File: src/rtl/bus_access_seq_if.sv
// Request, beat-data and memory-side signal bundle for bus_access_seq.
// master = CU/memory side, slave = the sequencer.
interface bus_access_seq_if #(
  parameter int ADDR_W = 16,
  parameter int DATA_W = 8,
  parameter int LEN_W  = 3
);
  logic              req_valid;
  logic              req_ready;
  logic [1:0]        req_space;
  logic              req_we;
  logic [ADDR_W-1:0] req_addr;
  logic [LEN_W-1:0]  req_len;
  logic [DATA_W-1:0] wr_data;
  logic              wr_take;
  logic [DATA_W-1:0] rd_data;
  logic              rd_valid;
  logic              done;
  logic              err;
  logic [4:0]        ChipSel;
  logic [ADDR_W-1:0] mem_addr;
  logic [DATA_W-1:0] mem_wdata;
  logic [DATA_W-1:0] mem_rdata;
  logic              discard;

  modport master (
    output req_valid, req_space, req_we,
    output req_addr, req_len, wr_data,
    output mem_rdata,
    input  req_ready, wr_take, rd_data,
    input  rd_valid, done, err, ChipSel,
    input  mem_addr, mem_wdata, discard
  );

  modport slave (
    input  req_valid, req_space, req_we,
    input  req_addr, req_len, wr_data,
    input  mem_rdata,
    output req_ready, wr_take, rd_data,
    output rd_valid, done, err, ChipSel,
    output mem_addr, mem_wdata, discard
  );
endinterface

File: src/rtl/bus_access_seq.sv
// Multi-beat CODE/DATA/XDATA access sequencer with
// per-space wait states and registered read return.
module bus_access_seq #(
  parameter int ADDR_W    = 16,
  parameter int DATA_W    = 8,
  parameter int MAX_BURST = 4,
  parameter int LEN_W     = 3,
  parameter int CODE_WS   = 1,
  parameter int DATA_WS   = 0,
  parameter int XDATA_WS  = 2
) (
  input logic             clk,
  input logic             rst_n,
  bus_access_seq_if.slave bus
);
  typedef enum logic [2:0] {
    S_IDLE,
    S_SETUP,
    S_WAIT,
    S_LATCH,
    S_DONE
  } state_e;

  localparam logic [1:0] SP_CODE  = 2'b00;
  localparam logic [1:0] SP_DATA  = 2'b01;
  localparam logic [1:0] SP_XDATA = 2'b10;

  state_e            state_q, state_d;
  logic [1:0]        space_q, space_d;
  logic              we_q, we_d;
  logic [ADDR_W-1:0] base_q, base_d;
  logic [ADDR_W-1:0] addr_q, addr_d;
  logic [LEN_W-1:0]  len_q, len_d;
  logic [LEN_W-1:0]  beat_q, beat_d;
  logic [7:0]        cnt_q, cnt_d;
  logic              err_q, err_d;
  logic [DATA_W-1:0] wdata_q, wdata_d;
  logic [DATA_W-1:0] rdata_q, rdata_d;
  logic              rvld_q, rvld_d;
  logic [4:0]        cs;
  logic              take;
  logic              illegal;

  function automatic logic [ADDR_W-1:0] beat_addr(
    input logic [1:0]        sp,
    input logic [ADDR_W-1:0] b,
    input logic [LEN_W-1:0]  n
  );
    logic [ADDR_W-1:0] a;
    a = b + ADDR_W'(n);
    // DATA is an 8-bit internal space
    if (sp == SP_DATA) a = {{(ADDR_W-8){1'b0}}, a[7:0]};
    return a;
  endfunction

  function automatic logic [7:0] ws_of(input logic [1:0] sp);
    logic [7:0] w;
    w = 8'(CODE_WS);
    if (sp == SP_DATA)  w = 8'(DATA_WS);
    if (sp == SP_XDATA) w = 8'(XDATA_WS);
    return w;
  endfunction

  function automatic logic [4:0] rd_sel(input logic [1:0] sp);
    logic [4:0] s;
    s = 5'b00001;
    if (sp == SP_DATA)  s = 5'b00010;
    if (sp == SP_XDATA) s = 5'b01000;
    return s;
  endfunction

  function automatic logic [4:0] wr_sel(input logic [1:0] sp);
    logic [4:0] s;
    s = rd_sel(sp);
    if (sp == SP_DATA)  s = 5'b00110;
    if (sp == SP_XDATA) s = 5'b11000;
    return s;
  endfunction

  assign illegal = (bus.req_space == 2'b11)
                || (bus.req_len == '0)
                || (int'(bus.req_len) > MAX_BURST)
                || (bus.req_space == SP_CODE && bus.req_we);

  always_comb begin
    state_d = state_q;
    space_d = space_q;
    we_d    = we_q;
    base_d  = base_q;
    addr_d  = addr_q;
    len_d   = len_q;
    beat_d  = beat_q;
    cnt_d   = cnt_q;
    err_d   = err_q;
    wdata_d = wdata_q;
    rdata_d = rdata_q;
    rvld_d  = 1'b0;
    cs      = 5'b00000;
    take    = 1'b0;
    unique case (state_q)
      S_IDLE: begin
        if (bus.req_valid) begin
          space_d = bus.req_space;
          we_d    = bus.req_we;
          base_d  = bus.req_addr;
          len_d   = bus.req_len;
          beat_d  = '0;
          err_d   = illegal;
          if (illegal) begin
            state_d = S_DONE;
          end else begin
            state_d = S_SETUP;
            addr_d  = beat_addr(bus.req_space,
                                bus.req_addr, '0);
          end
        end
      end
      S_SETUP: begin
        cs    = rd_sel(space_q);
        cnt_d = ws_of(space_q);
        if (we_q) begin
          take    = 1'b1;
          wdata_d = bus.wr_data;
        end
        state_d = (ws_of(space_q) != 8'd0) ? S_WAIT
                                           : S_LATCH;
      end
      S_WAIT: begin
        cs = rd_sel(space_q);
        if (cnt_q <= 8'd1) state_d = S_LATCH;
        else               cnt_d   = cnt_q - 8'd1;
      end
      S_LATCH: begin
        cs = we_q ? wr_sel(space_q) : rd_sel(space_q);
        if (!we_q) begin
          rdata_d = bus.mem_rdata;
          rvld_d  = 1'b1;
        end
        beat_d = beat_q + 1'b1;
        if (beat_d < len_q) begin
          state_d = S_SETUP;
          addr_d  = beat_addr(space_q, base_q, beat_d);
        end else begin
          state_d = S_DONE;
        end
      end
      S_DONE: begin
        state_d = S_IDLE;
      end
      default: begin
        state_d = S_IDLE;
      end
    endcase
  end

  always_ff @(posedge clk) begin
    if (!rst_n) begin
      state_q <= S_IDLE;
      space_q <= '0;
      we_q    <= 1'b0;
      base_q  <= '0;
      addr_q  <= '0;
      len_q   <= '0;
      beat_q  <= '0;
      cnt_q   <= '0;
      err_q   <= 1'b0;
      wdata_q <= '0;
      rdata_q <= '0;
      rvld_q  <= 1'b0;
    end else begin
      state_q <= state_d;
      space_q <= space_d;
      we_q    <= we_d;
      base_q  <= base_d;
      addr_q  <= addr_d;
      len_q   <= len_d;
      beat_q  <= beat_d;
      cnt_q   <= cnt_d;
      err_q   <= err_d;
      wdata_q <= wdata_d;
      rdata_q <= rdata_d;
      rvld_q  <= rvld_d;
    end
  end

  assign bus.req_ready = (state_q == S_IDLE);
  assign bus.wr_take   = take;
  assign bus.rd_data   = rdata_q;
  assign bus.rd_valid  = rvld_q;
  assign bus.done      = (state_q == S_DONE);
  assign bus.err       = (state_q == S_DONE) && err_q;
  assign bus.ChipSel   = cs;
  assign bus.mem_addr  = addr_q;
  assign bus.mem_wdata = wdata_q;
  assign bus.discard   = (cs == 5'b00000);
endmodule

File: src/flat_wrapper.sv
// flat-port wrapper written by rule: the top's interface ports become plain ports
module bus_access_seq_flat 
#(
  parameter int ADDR_W    = 16,
  parameter int DATA_W    = 8,
  parameter int MAX_BURST = 4,
  parameter int LEN_W     = 3,
  parameter int CODE_WS   = 1,
  parameter int DATA_WS   = 0,
  parameter int XDATA_WS  = 2
)
  (clk, rst_n, bus_req_valid, bus_req_space, bus_req_we, bus_req_addr, bus_req_len, bus_wr_data, bus_mem_rdata, bus_req_ready, bus_wr_take, bus_rd_data, bus_rd_valid, bus_done, bus_err, bus_ChipSel, bus_mem_addr, bus_mem_wdata, bus_discard);
  bus_access_seq_if #(.ADDR_W(ADDR_W), .DATA_W(DATA_W), .LEN_W(LEN_W)) bus_i ();
  input logic clk;
  input logic rst_n;
  input wire logic [$bits(bus_i.req_valid)-1:0] bus_req_valid;
  input wire logic [$bits(bus_i.req_space)-1:0] bus_req_space;
  input wire logic [$bits(bus_i.req_we)-1:0] bus_req_we;
  input wire logic [$bits(bus_i.req_addr)-1:0] bus_req_addr;
  input wire logic [$bits(bus_i.req_len)-1:0] bus_req_len;
  input wire logic [$bits(bus_i.wr_data)-1:0] bus_wr_data;
  input wire logic [$bits(bus_i.mem_rdata)-1:0] bus_mem_rdata;
  output wire logic [$bits(bus_i.req_ready)-1:0] bus_req_ready;
  output wire logic [$bits(bus_i.wr_take)-1:0] bus_wr_take;
  output wire logic [$bits(bus_i.rd_data)-1:0] bus_rd_data;
  output wire logic [$bits(bus_i.rd_valid)-1:0] bus_rd_valid;
  output wire logic [$bits(bus_i.done)-1:0] bus_done;
  output wire logic [$bits(bus_i.err)-1:0] bus_err;
  output wire logic [$bits(bus_i.ChipSel)-1:0] bus_ChipSel;
  output wire logic [$bits(bus_i.mem_addr)-1:0] bus_mem_addr;
  output wire logic [$bits(bus_i.mem_wdata)-1:0] bus_mem_wdata;
  output wire logic [$bits(bus_i.discard)-1:0] bus_discard;
  assign bus_i.req_valid = bus_req_valid;
  assign bus_i.req_space = bus_req_space;
  assign bus_i.req_we = bus_req_we;
  assign bus_i.req_addr = bus_req_addr;
  assign bus_i.req_len = bus_req_len;
  assign bus_i.wr_data = bus_wr_data;
  assign bus_i.mem_rdata = bus_mem_rdata;
  assign bus_req_ready = bus_i.req_ready;
  assign bus_wr_take = bus_i.wr_take;
  assign bus_rd_data = bus_i.rd_data;
  assign bus_rd_valid = bus_i.rd_valid;
  assign bus_done = bus_i.done;
  assign bus_err = bus_i.err;
  assign bus_ChipSel = bus_i.ChipSel;
  assign bus_mem_addr = bus_i.mem_addr;
  assign bus_mem_wdata = bus_i.mem_wdata;
  assign bus_discard = bus_i.discard;
  bus_access_seq #(.ADDR_W(ADDR_W), .DATA_W(DATA_W), .MAX_BURST(MAX_BURST), .LEN_W(LEN_W), .CODE_WS(CODE_WS), .DATA_WS(DATA_WS), .XDATA_WS(XDATA_WS)) u_core (.clk(clk), .rst_n(rst_n), .bus(bus_i));
endmodule
File: config.mk
export PLATFORM = sky130hd
export DESIGN_NAME = bus_access_seq_flat
export DESIGN_NICKNAME = d
export VERILOG_FILES = /design/src/rtl/bus_access_seq_if.sv /design/src/rtl/bus_access_seq.sv /design/src/flat_wrapper.sv
export SDC_FILE = /design/constraint.sdc
export NUM_CORES = 1
export LEC_CHECK = 0
export CAP_MARGIN = 20
export CORE_ASPECT_RATIO = 1.5
export CORE_UTILIZATION = 51
export CTS_BUF_LIST = sky130_fd_sc_hd__clkbuf_8
export CTS_CLUSTER_SIZE = 25
export DETAILED_ROUTE_END_ITERATION = 16
export GPL_ROUTABILITY_DRIVEN = 0
export PLACE_DENSITY = 0.82
export SLEW_MARGIN = 40
export SYNTH_ARGS = -nofsm -noshare
export SYNTH_HDL_FRONTEND = slang
export SYNTH_SLANG_ARGS = --single-unit
File: constraint.sdc
create_clock -name clk -period 3 [get_ports clk]
set_input_delay 0.45 -clock clk [delete_from_list [all_inputs] [get_ports clk]]
set_output_delay 0.45 -clock clk [all_outputs]
set_load 0.1 [all_outputs]
Run 1, met4 routing:
(4 px per µm)
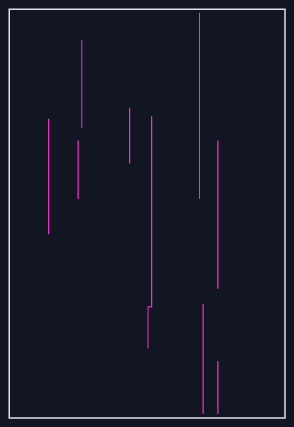
longest straight run: 47.5 µm
nets with wire on the layer: 8
wire length on this layer: 260 µm
main direction: vertical
final WL: 8780 µm
vias: 3343

Run 1, power grid:
(4 px per µm) Pins as bars on the die edge.
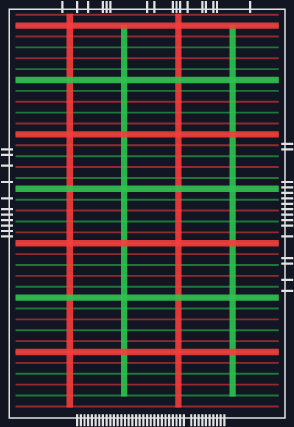
| net | colour |
|---|---|
| VSS | red |
| VDD | green |
signal pins: 84
met4 straps: 4
met5 straps: 7
core area: 6440 µm²
Max VDD drop: 0.317 mV

Run 1, clock network drawn from the DEF:
(6 px per µm)
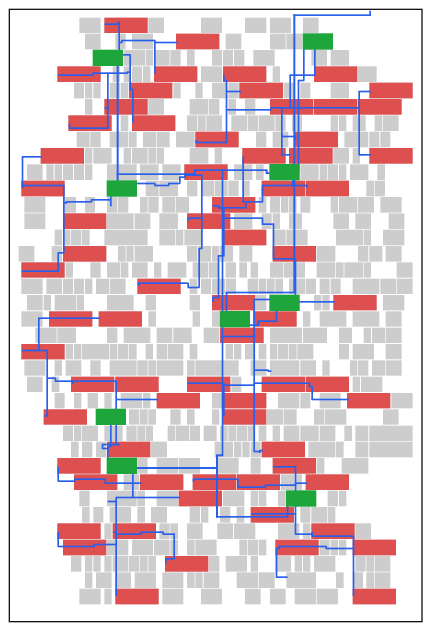
[clock-net drivers] green | count: 9
[clock wires] blue | length: 913 µm
[flip-flops] red | count: 70
flops lie: spread over the die
routed clock nets: 10

==> Changelog: implementation, run 1 <==
## Implementation

- CTS H-tree depth: 3
- Post-cts sizing count: 0
- Longest Clk Path Bufs: 2
- Detailed Route Iter0 Violations: 187
- Cell Area, Placed: approximately 4200 µm²
- Tool Warnings: 28
- Post-route clock period utilization: 91.2%
- Buf/Inv on CP: 2
- Crit path DRT: between 2 and 3 ns
- Top-count cell post-synth: nand2_1
- DRC viols: 0
- Slew Limit Fails: 0
- Net Count, Synth: just under 500
- Ant diodes: 0
- Worst path arrival time: 2.29 ns
- Endpoints failing setup: 0
- Area Overhead vs Synth: 29.2%
- Vias/cell: 5.65
- Antenna Violating Nets Remaining: 0
- CP Class: flop to output pin
- Top cells by count: nand2_1, dfxtp_1, a21oi_1
- Synth Instances: 433
- Crit path from: u_core.state_q[0]
- Hpwl dp: 6230 µm
- Status: complete, no violations
- Clk Latency, worst-skew pair: 0.35 ns
- Tmin final: 2.74 ns
- Post-route insts no fill: ~600
- Die height: 102 µm
- DR WL/cell: roughly 15 µm
- Number of flops mapped to enable cells by yosys: 0
- Max-cap violations: 0
- Num ports: 84
- Sum of negative setup slack: 0 ns
- YS warnings: 0
- Die W: 68.6 µm
- Area share, top type: approximately 41%
- Area leader, netlist: dfxtp_1
- Worst r2r src: u_core.beat_q[0]
- Cell Count Post-Placement: approximately 580
- Final nets: 563
- Largest net degree at the start of global routing: approximately 50
- CP delay by family, top: simple AND/OR/NAND/NOR gates
- Chip Area: 6980 µm²
- Post-synth cell types: 52
- CP Capture Type: output pin
- Min Hold Slack: 0.457 ns
- Max frequency: 0.365 GHz
- Worst setup margin: 0.263 ns
- GRT Total Usage: 27.0%
- Global-route wire length before repair: around 14000 µm
- RSZ-0062 raised after global routing: no
- Drt first pass iters: 5
- Yosys stat chip area: 3390 µm²
- Clock root buffer: clkbuf_8
- Cts bufs inserted: 9
- Max incr delay on CP: 0.57 ns
- Prevailing post-synth register cell: dfxtp_1
- Yosys cell count: roughly 430
- Syn avg cell area: 7.83 µm²
- Endpoints failing hold: 0
- Hold-fix buffers, CTS: 0
- Layout cells sized above 1: between 10% and 20%
- Synth Seq Share: 41.4%
- Cell Pwr Density: roughly 600 nW/µm²
- Critical-path maximum fanout: 11
run 1: layer usage:
metal | global-route usage (%) | wire (µm)
met5 | 0 | 0
met1 | 30.1 | 3480
met4 | 13.6 | 260
met3 | 6.47 | 378
met2 | 46.5 | 4670
run 1: power breakdown:
part           internal, mW  switching, mW  leakage (nW)
Clock                 0.362          0.353         0.102
Combinational         0.262          0.585          1.06
Sequential             1.01         0.0912         0.570
Total                  1.64           1.03          1.73
run 1: final timing paths:
path / endpoint / slack (ns) / cells after the start
hold / removal: u_core.bus.rd_data[2] / 0.46 / 2
hold reg to reg: u_core.bus.rd_data[2] / 0.46 / 2
setup / recovery: bus_wr_take / 0.26 / 4
setup reg to reg: u_core.bus.mem_addr[4] / 0.60 / 8
run 1: logic make-up after synthesis:
family,count (synthesis),share of synthesized area (%)
multiplexers,2,0.591
XOR/XNOR,16,4.14
AND-OR/OR-AND,118,20.8
AND/OR/NAND/NOR,174,23.3
adder cells (fa/ha/maj),11,4.28
buffers and inverters,42,5.58
flip-flops,70,41.4
run 1: area by class of cell:
type / instances / area, µm² / share of cell area (%)
timing repair buffer: 91 / 808 / 18.5
clock buffer: 12 / 165 / 3.77
multi-input combinational: 321 / 1820 / 41.6
sequential: 70 / 1400 / 32.0
inverter: 18 / 67.6 / 1.54
tap: 76 / 95.1 / 2.17
clock inverter: 4 / 20.0 / 0.457
run 1: cell usage in the layout (no fill, tap or decap), drive strengths merged, types with 5 or more instances in the layout:
| master | instances |
|---|---|
| and3 | 6 |
| dfxtp | 70 |
| a22oi | 6 |
| xnor2 | 12 |
| clkinv | 5 |
| inv | 17 |
| o21ai | 23 |
| nand2 | 100 |
| nor3 | 12 |
| ha | 10 |
| buf | 51 |
| clkdlybuf4s50 | 40 |
| clkbuf | 12 |
| and2 | 7 |
| a21oi | 56 |
| nor2 | 26 |
==> run 2, diff against run 1 <==
ABC_AREA = 0   (was default)
Run 2, routing congestion:
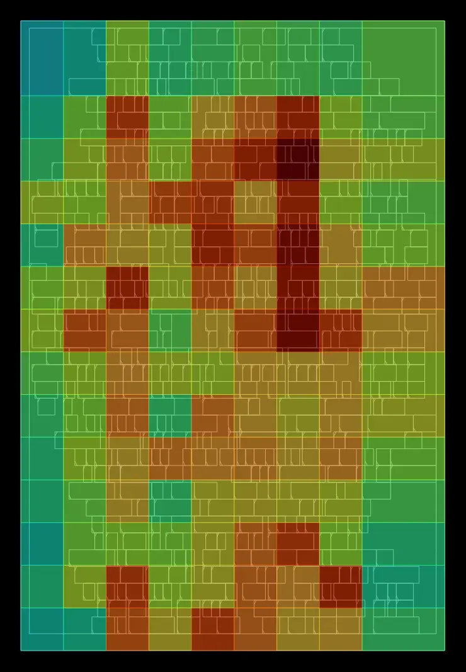
M1 GR Usage: 30.1%
GRT Total Usage: 27.0%
DR WL/cell: 14.8 µm

==> Changelog: implementation, run 2 <==
## Implementation

- Area leader, netlist: dfxtp_1 (unchanged)
- Hold-fix buffers, CTS: 0 (unchanged)
- Dominant logic cell type in the layout: nand2_1 (unchanged)
- FF+latch count, synth: 70 (unchanged)
- Comb pwr share: 31.7% (about the same)
- Final WL: 8780 µm (unchanged)
- Initial antenna violation count: 0 (unchanged)
- Chip Area: 6980 µm² (unchanged)
- Ant diodes: 0 (unchanged)
- RSZ-0062 raised after global routing: no (unchanged)
- Antenna Violating Nets Remaining: 0 (unchanged)
- Num ports: 84 (unchanged)
- Worst r2r src: u_core.beat_q[0] (unchanged)
- Global-route wire length before repair: 14200 µm (unchanged)
- Critical path endpoint: bus_wr_take (unchanged)
- Clock root buffer: clkbuf_8 (unchanged)
- Crit path DRT: 2.55 ns (about the same)
- Design area: 4380 µm² (unchanged)
- GR peak layer: met2 (unchanged)
- TritonCTS clock tree: built (unchanged)
- Most frequent cells in the layout: nand2_1, dfxtp_1, a21oi_1, buf_4, clkdlybuf4s50_1 (unchanged)
- Crit path from: u_core.state_q[0] (unchanged)
- NetSw: 1.03 mW (unchanged)
- Cell Pwr Density: 610 nW/µm² (unchanged)
- Worst hold path cell count: 2 (unchanged)
- Grt total ovfl: 0 (unchanged)
- YS warnings: 0 (unchanged)
- Crit start category: flop (unchanged)
- Layout cells sized above 1: 15.3% (unchanged)
- Hold path startpoint: u_core.bus.rd_data[2] (unchanged)
- Max frequency: 0.365 GHz (unchanged)
- CP Capture Type: output pin (unchanged)
- Worst path arrival time: 2.29 ns (about the same)
- Reg power frac: 41.4% (about the same)
- R2R setup slack: 0.60 ns (about the same)
- FF-to-FF path depth: 8 (unchanged)
- CTS H-tree depth: 3 (unchanged)
- Post-route clock period utilization: 91.2% (unchanged)
- Max VDD drop: 0.317 mV (unchanged)
- Core area: 6440 µm² (unchanged)
- Worst Hold End: u_core.bus.rd_data[2] (unchanged)
- Drt first pass iters: 5 (unchanged)
- Sw frac: 38.6% (unchanged)
- Met3 usage: 6.47% (unchanged)
- Area share, top type: 41.4% (unchanged)
- Top-count cell post-synth: nand2_1 (unchanged)
- Critical-path maximum fanout: 11 (unchanged)
- Yosys stat chip area: 3390 µm² (unchanged)
- Longest Clk Path Bufs: 2 (unchanged)
- RR Endpoint: u_core.bus.mem_addr[4] (unchanged)
- Internal Pwr Total: 1.64 mW (unchanged)
- Cts bufs inserted: 9 (unchanged)
- Number of flops mapped to enable cells by yosys: 0 (unchanged)
- Final nets: 563 (unchanged)
- Yosys cell count: 433 (unchanged)
- Syn avg cell area: 7.83 µm² (unchanged)
- Vias: 3343 (unchanged)
- Status: complete, no violations (unchanged)
- Tool Warnings: 28 (unchanged)
- Post-synth cell types: 52 (unchanged)
- Async SR Flop Fraction: 0% (unchanged)
- Vias/cell: 5.65 (unchanged)
- Detailed Route Iter0 Violations: 187 (unchanged)
- DRC viols: 0 (unchanged)
- Hpwl dp: 6230 µm (unchanged)
- Post-cts sizing count: 0 (unchanged)
- Synth Seq Share: 41.4% (unchanged)
- Endpoints failing setup: 0 (unchanged)
- Sum of negative setup slack: 0 ns (unchanged)
- Synth Cell Area: 3390 µm² (unchanged)
- Met2 GRT Util: 46.5% (unchanged)
- Cell Area, Placed: 4190 µm² (unchanged)
- I/O Buffers: 83 (unchanged)
- Net Count, Synth: 485 (unchanged)
- Floorplan row count: 36 (unchanged)
- CP Class: flop to output pin (unchanged)
- Max-cap violations: 0 (unchanged)
- Area Overhead vs Synth: 29.2% (unchanged)
- Slew Limit Fails: 0 (unchanged)
- Synth Instances: 433 (unchanged)
- Endpoints failing hold: 0 (unchanged)
- Prevailing post-synth register cell: dfxtp_1 (unchanged)
- Largest net degree at the start of global routing: 50 (unchanged)
- Tmin final: 2.74 ns (unchanged)
- Clock power frac: 26.8% (about the same)
- Clk Latency, worst-skew pair: 0.35 ns (about the same)
- Top cells by count: nand2_1, dfxtp_1, a21oi_1 (unchanged)
Run 2, power grid:
(4 px per µm) Pins as bars on the die edge.
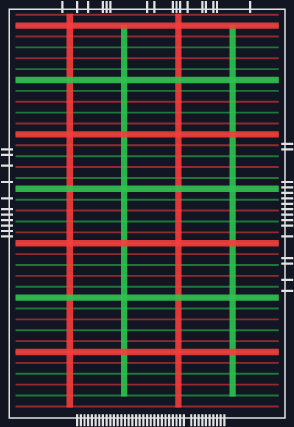
| net | colour |
|---|---|
| VSS | red |
| VDD | green |
rows: 36
signal pins: 84
met5 straps: 7
met1 rails: 37
die height: 102 µm
Die W: 68.6 µm

[run 2: cell counts in the layout (fill, tap and decap cells not counted)]
Identical to the previous run, type by type.
[run 2: kinds of logic (layout without fill, tap and decap cells)]
kind of cell / Yosys count / after routing / synth area share [%]
compound gates: 118 / 118 / 20.8
fa+ha+maj: 11 / 11 / 4.28
flops: 70 / 70 / 41.4
simple gates: 174 / 174 / 23.3
buf+inv: 42 / 125 / 5.58
xor+xnor: 16 / 16 / 4.14
mux: 2 / 2 / 0.591
[run 2: layout make-up]
| type | count | area [µm²] |
|---|---|---|
| clock buffer | 12 | 165 |
| clock inverter | 4 | 20.0 |
| fill | 545 | 2060 |
| inverter | 18 | 67.6 |
| multi-input combinational | 321 | 1820 |
| sequential | 70 | 1400 |
| tap | 76 | 95.1 |
| timing repair buffer | 91 | 808 |
[run 2: power groups by stage]
stage,clock network (mW),registers [mW],logic [mW]
6_report,0.716,1.11,0.846
2_1_floorplan,0,1.28,0.475
5_1_grt,0.769,1.12,0.910
3_3_place_gp,0,1.12,0.826
3_5_place_dp,0,1.12,0.843
4_1_cts,0.730,1.10,0.846
[run 2: metrics by stage]
step	power, mW	worst slack, ns	util [%]	instances	hold WS [ns]
after floorplan	1.75	0.359	-	433	0.436
after CTS	2.68	0.245	67.9	592	0.458
after global placement	1.95	0.667	65.1	576	0.443
after detailed placement	1.97	0.612	65.1	576	0.448
after global routing	2.80	0.124	67.9	592	0.473
final	2.67	0.263	67.9	592	0.457
[run 2: critical path, stage by stage, from the launching register on]
cell	delay, ns
dfxtp_1	0.57
nor3b_1	0.46
nand2_1	0.33
clkinv_1	0.25
buf_4	0.33
[run 2: routing by layer]
metal | vias up | wire [µm]
li1 | 1648 | -
met3 | 21 | 378
met2 | 95 | 4670
met5 | - | 0
met4 | 0 | 260
met1 | 1579 | 3480
==> run 3, diff against run 2 <==
--- a/config.mk
+++ b/config.mk
@@ -11,5 +11,4 @@
 export CORE_UTILIZATION = 51
 export CTS_BUF_LIST = sky130_fd_sc_hd__clkbuf_8
-export CTS_CLUSTER_SIZE = 25
 export DETAILED_ROUTE_END_ITERATION = 16
 export GPL_ROUTABILITY_DRIVEN = 0
==> constraint.sdc (replaced) <==
create_clock -name clk -period 3 [get_ports clk]
set_input_delay 0.45 -clock clk [delete_from_list [all_inputs] [get_ports clk]]
set_output_delay 0.45 -clock clk [all_outputs]
set_load 0.005 [all_outputs]
==> Changelog: implementation, run 3 <==
## Implementation

- Antenna Violating Nets Remaining: 0 (unchanged)
- CP Capture Type: output pin (unchanged)
- Crit start category: flop (unchanged)
- Max frequency: 0.373 GHz (was 0.365 GHz)
- Tot Pwr: 2.40 mW (was 2.67 mW)
- Cell Pwr Density: 540 nW/µm² (was 610 nW/µm²)
- Core area: 6440 µm² (unchanged)
- Max VDD drop: 0.534 mV (was 0.317 mV)
- Crit path from: u_core.state_q[0] (unchanged)
- Area leader, netlist: dfxtp_1 (unchanged)
- Worst r2r src: u_core.beat_q[0] (unchanged)
- Dominant logic cell type in the layout: nand2_1 (unchanged)
- YS warnings: 0 (unchanged)
- Post-route clock period utilization: 89.3% (was 91.2%)
- Min Hold Slack: 0.456 ns (was 0.457 ns)
- Post-cts sizing count: 0 (unchanged)
- Sum of negative setup slack: 0 ns (unchanged)
- Cts bufs inserted: 9 (unchanged)
- I/O Buffers: 83 (unchanged)
- FF+latch count, synth: 70 (unchanged)
- Final nets: 563 (unchanged)
- Top-count cell post-synth: nand2_1 (unchanged)
- Vias: 3336 (was 3343)
- Longest Clk Path Bufs: 2 (unchanged)
- Die height: 102 µm (unchanged)
- Ant diodes: 0 (unchanged)
- Worst hold path cell count: 2 (unchanged)
- RR Endpoint: u_core.bus.mem_addr[15] (was u_core.bus.mem_addr[4])
- Leakage power: 1.64 nW (was 1.73 nW)
- Status: complete, no violations (unchanged)
- Critical path endpoint: bus_wr_take (unchanged)
- Slew Limit Fails: 0 (unchanged)
- Drt first pass iters: 6 (was 5)
- Grt total ovfl: 0 (unchanged)
- Yosys cell count: 433 (unchanged)
- Final WL: 8770 µm (was 8780 µm)
- Max-cap violations: 0 (unchanged)
- Area share, top type: 41.4% (unchanged)
- Layout cells sized above 1: 6.21% (was 15.3%)
- Detailed Route Iter0 Violations: 358 (was 187)
- Async SR Flop Fraction: 0% (unchanged)
- Hold path startpoint: u_core.bus.rd_data[7] (was u_core.bus.rd_data[2])
- Area Overhead vs Synth: 31.2% (was 29.2%)
- Yosys stat chip area: 3390 µm² (unchanged)
- Syn avg cell area: 7.83 µm² (unchanged)
- Top cells by count: nand2_1, dfxtp_1, a21oi_1 (unchanged)
- Chip Area: 6980 µm² (unchanged)
- Endpoints failing hold: 0 (unchanged)
- Flop area: 1400 µm² (unchanged)
- Initial antenna violation count: 0 (unchanged)
- TritonCTS clock tree: built (unchanged)
- Slew @ Worst Pin: 0.788 ns (was 0.687 ns)
- Post-synth cell types: 52 (unchanged)
- CP Class: flop to output pin (unchanged)
- Worst Hold End: u_core.bus.rd_data[7] (was u_core.bus.rd_data[2])
- Vias/cell: 5.64 (was 5.65)
- Num ports: 84 (unchanged)
- Worst path arrival time: 2.23 ns (was 2.29 ns)
- DRC viols: 0 (unchanged)
- Synth Cell Area: 3390 µm² (unchanged)
- Crit path DRT: 2.55 ns (about the same)
- Die W: 68.6 µm (unchanged)
- Number of fill cells: 546 (was 545)
- Synth Seq Share: 41.4% (unchanged)
- Hpwl dp: 6130 µm (was 6230 µm)
- Net Count, Synth: 485 (unchanged)
- Hold-fix buffers, CTS: 0 (unchanged)
- R2R setup slack: 0.64 ns (was 0.60 ns)
- Tmin final: 2.68 ns (was 2.74 ns)
- Prevailing post-synth register cell: dfxtp_1 (unchanged)
- Gate Area: 1800 µm² (was 1820 µm²)
- Number of flops mapped to enable cells by yosys: 0 (unchanged)
- CTS H-tree depth: 3 (unchanged)
- FF-to-FF path depth: 8 (unchanged)
- Endpoints failing setup: 0 (unchanged)
- Critical-path maximum fanout: 11 (unchanged)
- Most frequent cells in the layout: nand2_1, clkdlybuf4s50_1, dfxtp_1, a21oi_1, nor2_1 (was nand2_1, dfxtp_1, a21oi_1, buf_4, clkdlybuf4s50_1)
- Clock root buffer: clkbuf_8 (unchanged)
- Tool Warnings: 28 (unchanged)
- RSZ-0062 raised after global routing: no (unchanged)
- Floorplan row count: 36 (unchanged)
- Synth Instances: 433 (unchanged)
- Global-route wire length before repair: 13600 µm (was 14200 µm)
- Clk Latency, worst-skew pair: 0.35 ns (about the same)
- Largest net degree at the start of global routing: 50 (unchanged)
- Worst hold path type: flop to flop (unchanged)
[run 3: cell counts after synthesis]
Identical to the previous run, type by type.
[run 3: cells by family (layout without fill, tap and decap cells)]
logic type | Yosys count | after routing | synth area share [%]
flip-flops | 70 | 70 | 41.4
multiplexers | 2 | 2 | 0.591
buffers and inverters | 42 | 124 | 5.58
AND-OR/OR-AND | 118 | 118 | 20.8
AND/OR/NAND/NOR | 174 | 174 | 23.3
XOR/XNOR | 16 | 16 | 4.14
adder cells (fa/ha/maj) | 11 | 11 | 4.28
[run 3: final cells by class]
type | instances | share of cell area (%)
multi-input combinational | 321 | 40.6
clock inverter | 5 | 1.13
inverter | 18 | 1.52
sequential | 70 | 31.5
timing repair buffer | 91 | 20.0
clock buffer | 10 | 3.10
tap | 76 | 2.14
[run 3: metal layers]
layer  wire length (µm)  share of wire, %  vias to the layer above  GRT usage (%)
li1                   -                 -                     1651              -
met1               3670                42                     1551           31.7
met2               4450                51                      111           42.9
met3                404               4.6                       23           5.25
met4                240               2.7                        0           12.7
met5                  0                 0                        -              0
[run 3: per-stage QoR]
stage                     cell area [µm²]  utilization [%]  setup WS [ns]  instances
final                                4450             69.0          0.320        591
after CTS                            4450             69.0          0.336        591
after global placement               4260             66.1          0.684        576
after floorplan                      3390                -          0.949        433
after global routing                 4450             69.0          0.208        591
after detailed placement             4260             66.1          0.656        576
[run 3: worst max-delay path, cell delays in order, from the launching register on]
cell and delay (ns):
dfxtp_1 0.57, nor3b_1 0.30, nand2_1 0.26, clkinv_1 0.22, clkdlybuf4s50_1 0.54
[run 3: power breakdown]
| group | internal (mW) | switching [mW] |
|---|---|---|
| Combinational | 0.274 | 0.278 |
| Clock | 0.396 | 0.348 |
| Sequential | 1.01 | 0.0914 |
Run 3, routing congestion:
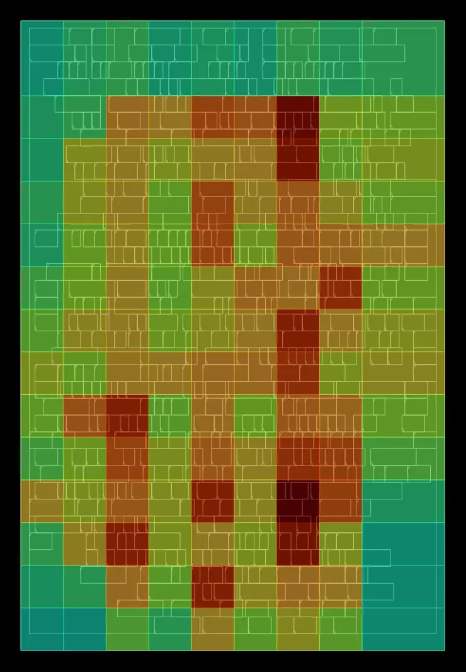
GRT Total Usage: 26.1%
DR WL/cell: 14.8 µm
GR peak layer: met2

Run 3, local utilization:
(3 px per µm) 7 x 10 tiles, from white (low) to dark blue (high), 0 to 100% covered.
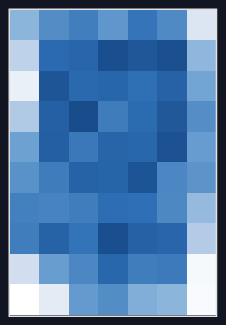
nearly empty tiles: 1.4%
mean over tiles: 62%
tiles over 75% full: 37%
fullest tile: 89%
Initial Utilization: 52.6%
final core area utilization: 69.0%

Power is estimated from default activity; no workload was simulated.
